==> config.mk <==
export PLATFORM = sky130hd
export DESIGN_NAME = column_approx_serial_ctrl
export DESIGN_NICKNAME = d
export VERILOG_FILES = /design/src/rtl/column_approx_serial_ctrl.sv
export SDC_FILE = /design/constraint.sdc
export NUM_CORES = 1
export LEC_CHECK = 0
export CAP_MARGIN = 20
export CORE_ASPECT_RATIO = 0.75
export CORE_MARGIN = 5
export CORE_UTILIZATION = 59
export DETAILED_ROUTE_END_ITERATION = 16
export PLACE_DENSITY_LB_ADDON = 0.08
export SLEW_MARGIN = 20
export SYNTH_ARGS = -nofsm -noshare
export SYNTH_HDL_FRONTEND = slang
export SYNTH_SLANG_ARGS = --single-unit
==> constraint.sdc <==
create_clock -name clk -period 6.4 [get_ports clk]
set_input_delay 1.28 -clock clk [delete_from_list [all_inputs] [get_ports clk]]
set_output_delay 1.28 -clock clk [all_outputs]
set_load 0.02 [all_outputs]
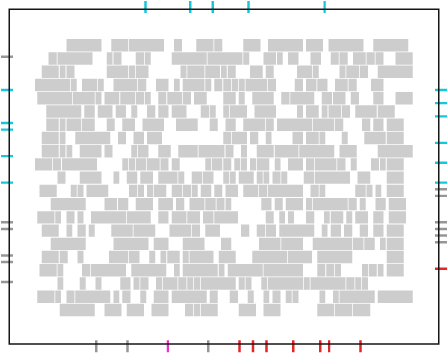
Fig. 1. Ports around the boundary.
Pins as bars across the die edge, other pins in grey.
port	colour	pins	direction	edge
z	cyan	16	output	6 right, 5 left, 5 top
approx_en	magenta	1	input	bottom
y	red	8	input	7 bottom, 1 right
vertical die dimension: 68.4 um
die outline width: 87.9 um
number of buffers added on ports: 39

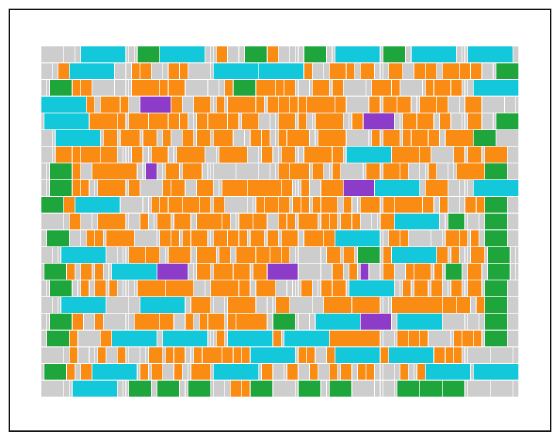
Fig. 2. Placed cells, one colour a class.
Fill, decap, tap and diode cells in grey.
class	colour	cells
clock drivers and dummy loads	purple	8
remaining logic cells	orange	300
remaining buffers and delay cells	green	41
registers	cyan	38
number of cell rows: 21
sequential portion of the cell area: 0.240
summed area of non-filler cells in the final layout: 3170 um^2
share of the core filled with cells: 0.715
Placeable Area: 4440 um^2

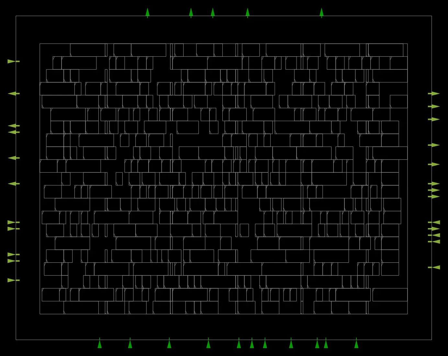
Fig. 3. Placed standard cells.
number of well taps: 57
fillcell total: 395

==> run notes <==
The synthesis and PnR run went through. The run finished with clean final reports. After layout, the worst setup slack is 1.30 ns. Sequential area share after synthesis landed at 0.283. The report shows a maximum critical-path fanout of 25.

The timing report shows that the slowest cell on the worst path is sky130_fd_sc_hd__dfxtp_1. Counting instances, the worst hold path has a depth of 2. Fraction of power consumed by sequential logic landed at 0.497. VDD sags by at most 0.000126 V. Internal power of the cells landed at 372 uW.

Layout multi-input combinational cell count landed at 289. The script computed the net switching share of total power as 0.285. Pin count of the biggest net entering global routing landed at 26. After the last flow step, the layout net total stands at 430. In the synthesized netlist, the cells that appear most often are sky130_fd_sc_hd__nand2_1, sky130_fd_sc_hd__a21oi_1, sky130_fd_sc_hd__dfxtp_1.

In this run, the synthesized area fraction spent on and/or/nand/nor cells is recorded as 0.251. The detailed router finished its first iteration with 163 violations. On the reported timing paths, the clock transition at the registers reads 0.07 ns.

The number of maximum-capacitance violations recorded for the run is 0. The H-tree was split into 2 levels. Multi-input logic portion of the cell area landed at 0.568. Number of placed I/O pins landed at 40. The worst setup path is captured at a flip-flop. For this run, the total global-route usage over all layers was measured as 0.235. Buffer-and-inverter tally for the worst setup path landed at 1. Total half-perimeter wirelength after legalization and detailed placement landed at 4830 um. Final-layout setup total negative slack landed at 0 ns. Power consumed by sequential cells landed at 259 uW.

The post-CTS hold buffer count recorded in the log is 0. Instance area after placement landed at 3080 um^2. Logged for this run, the post-placement worst setup slack is 1.40 ns.

Combinational group share of total power landed at 0.174. Number of cells on the worst reg-to-reg path landed at 15. Clock network fraction of design power landed at 0.329. Routed length per placed instance landed at 14.9 um.

Leakage power landed at 0.00125 uW. Clock buffer instance count of the final layout landed at 7. Tally of unique sky130hd cells used after synthesis landed at 54. Met3 wire length landed at 373 um. met2 track demand over resource after global routing is 0.356. Area of the mapped netlist landed at 2690 um^2. Looking at the setup timing report, the critical path kind is flip-flop to flip-flop.

Sorting the synthesized cells by area gives the leading types as sky130_fd_sc_hd__dfxtp_1, sky130_fd_sc_hd__ha_1, sky130_fd_sc_hd__nand2_1. Compared with the post-synthesis result, the final layout area differs by 18.2%. Footprint of the flip-flops and latches landed at 761 um^2.

Routed metal-1 wire length landed at 3270 um. Share of final-layout standard cells stronger than drive strength 1 landed at 0.0517. The synthesis run identifies the leading combinational cell family as simple AND/OR/NAND/NOR gates.

Post-route minimum period landed at 5.10 ns. Dividing the final minimum period by the clock period gives 0.797. TritonCTS built the clock tree. The number of placed instances, taps included, is 436. Per the synthesis report, the XOR/XNOR share of the synthesized area is 0.0228. Nets still carrying antenna violations after routing amount to 0. Weighted congestion reported at the end of routability-driven placement landed at 0.969.

In this run the full chip footprint comes out at 6020 um^2. Number of global-route vias before repair landed at 2,400. Proportion of synthesized area in mux cells landed at 0.0512. The largest share of the power goes to sequential cells. Count of sequential standard cells landed at 38. Checking hold timing, the worst path is listed with class flip-flop to flip-flop.

Warnings reported by Yosys during synthesis add up to 0. Listed in order, past its start point the critical path passes clkinv_1 > ha_1 > or3b_1 > a31o_1 > mux2_2 > nor2_1 > mux2_2 > o21a_1 > ha_1 > and3_1 > a221oi_1 > a221o_1 > a2111oi_0 > a31oi_1 > a21oi_1. First-pass GRT wire length landed at 11,000 um.

Maximum operating frequency landed at 196 MHz. The worst setup path is launched from a flip-flop. Synthesized area per cell landed at 7.55 um^2. Ratio of total power to cell area landed at 164 nW/um^2. Post-CTS timing repair inserted 0 buffers for setup. met2 is the most crowded layer. After detailed routing, the total wire length is 6600 um. Vias per cell landed at 5.85.
-- placed cells by master, fill, tap and decap left out, types with 6 or more instances in the layout --
cell type                          n
sky130_fd_sc_hd__a21o_1            6
sky130_fd_sc_hd__a21oi_1          47
sky130_fd_sc_hd__a31oi_1           7
sky130_fd_sc_hd__and3_1            6
sky130_fd_sc_hd__clkbuf_8          6
sky130_fd_sc_hd__clkdlybuf4s50_1  39
sky130_fd_sc_hd__dfxtp_1          38
sky130_fd_sc_hd__ha_1             22
sky130_fd_sc_hd__inv_1            10
sky130_fd_sc_hd__nand2_1          71
sky130_fd_sc_hd__nand3_1           9
sky130_fd_sc_hd__nor2_1           20
sky130_fd_sc_hd__nor2b_1           8
sky130_fd_sc_hd__nor3_1           12
sky130_fd_sc_hd__o21a_1            7
sky130_fd_sc_hd__o21ai_0           7
Power is estimated from default activity; no workload was simulated.
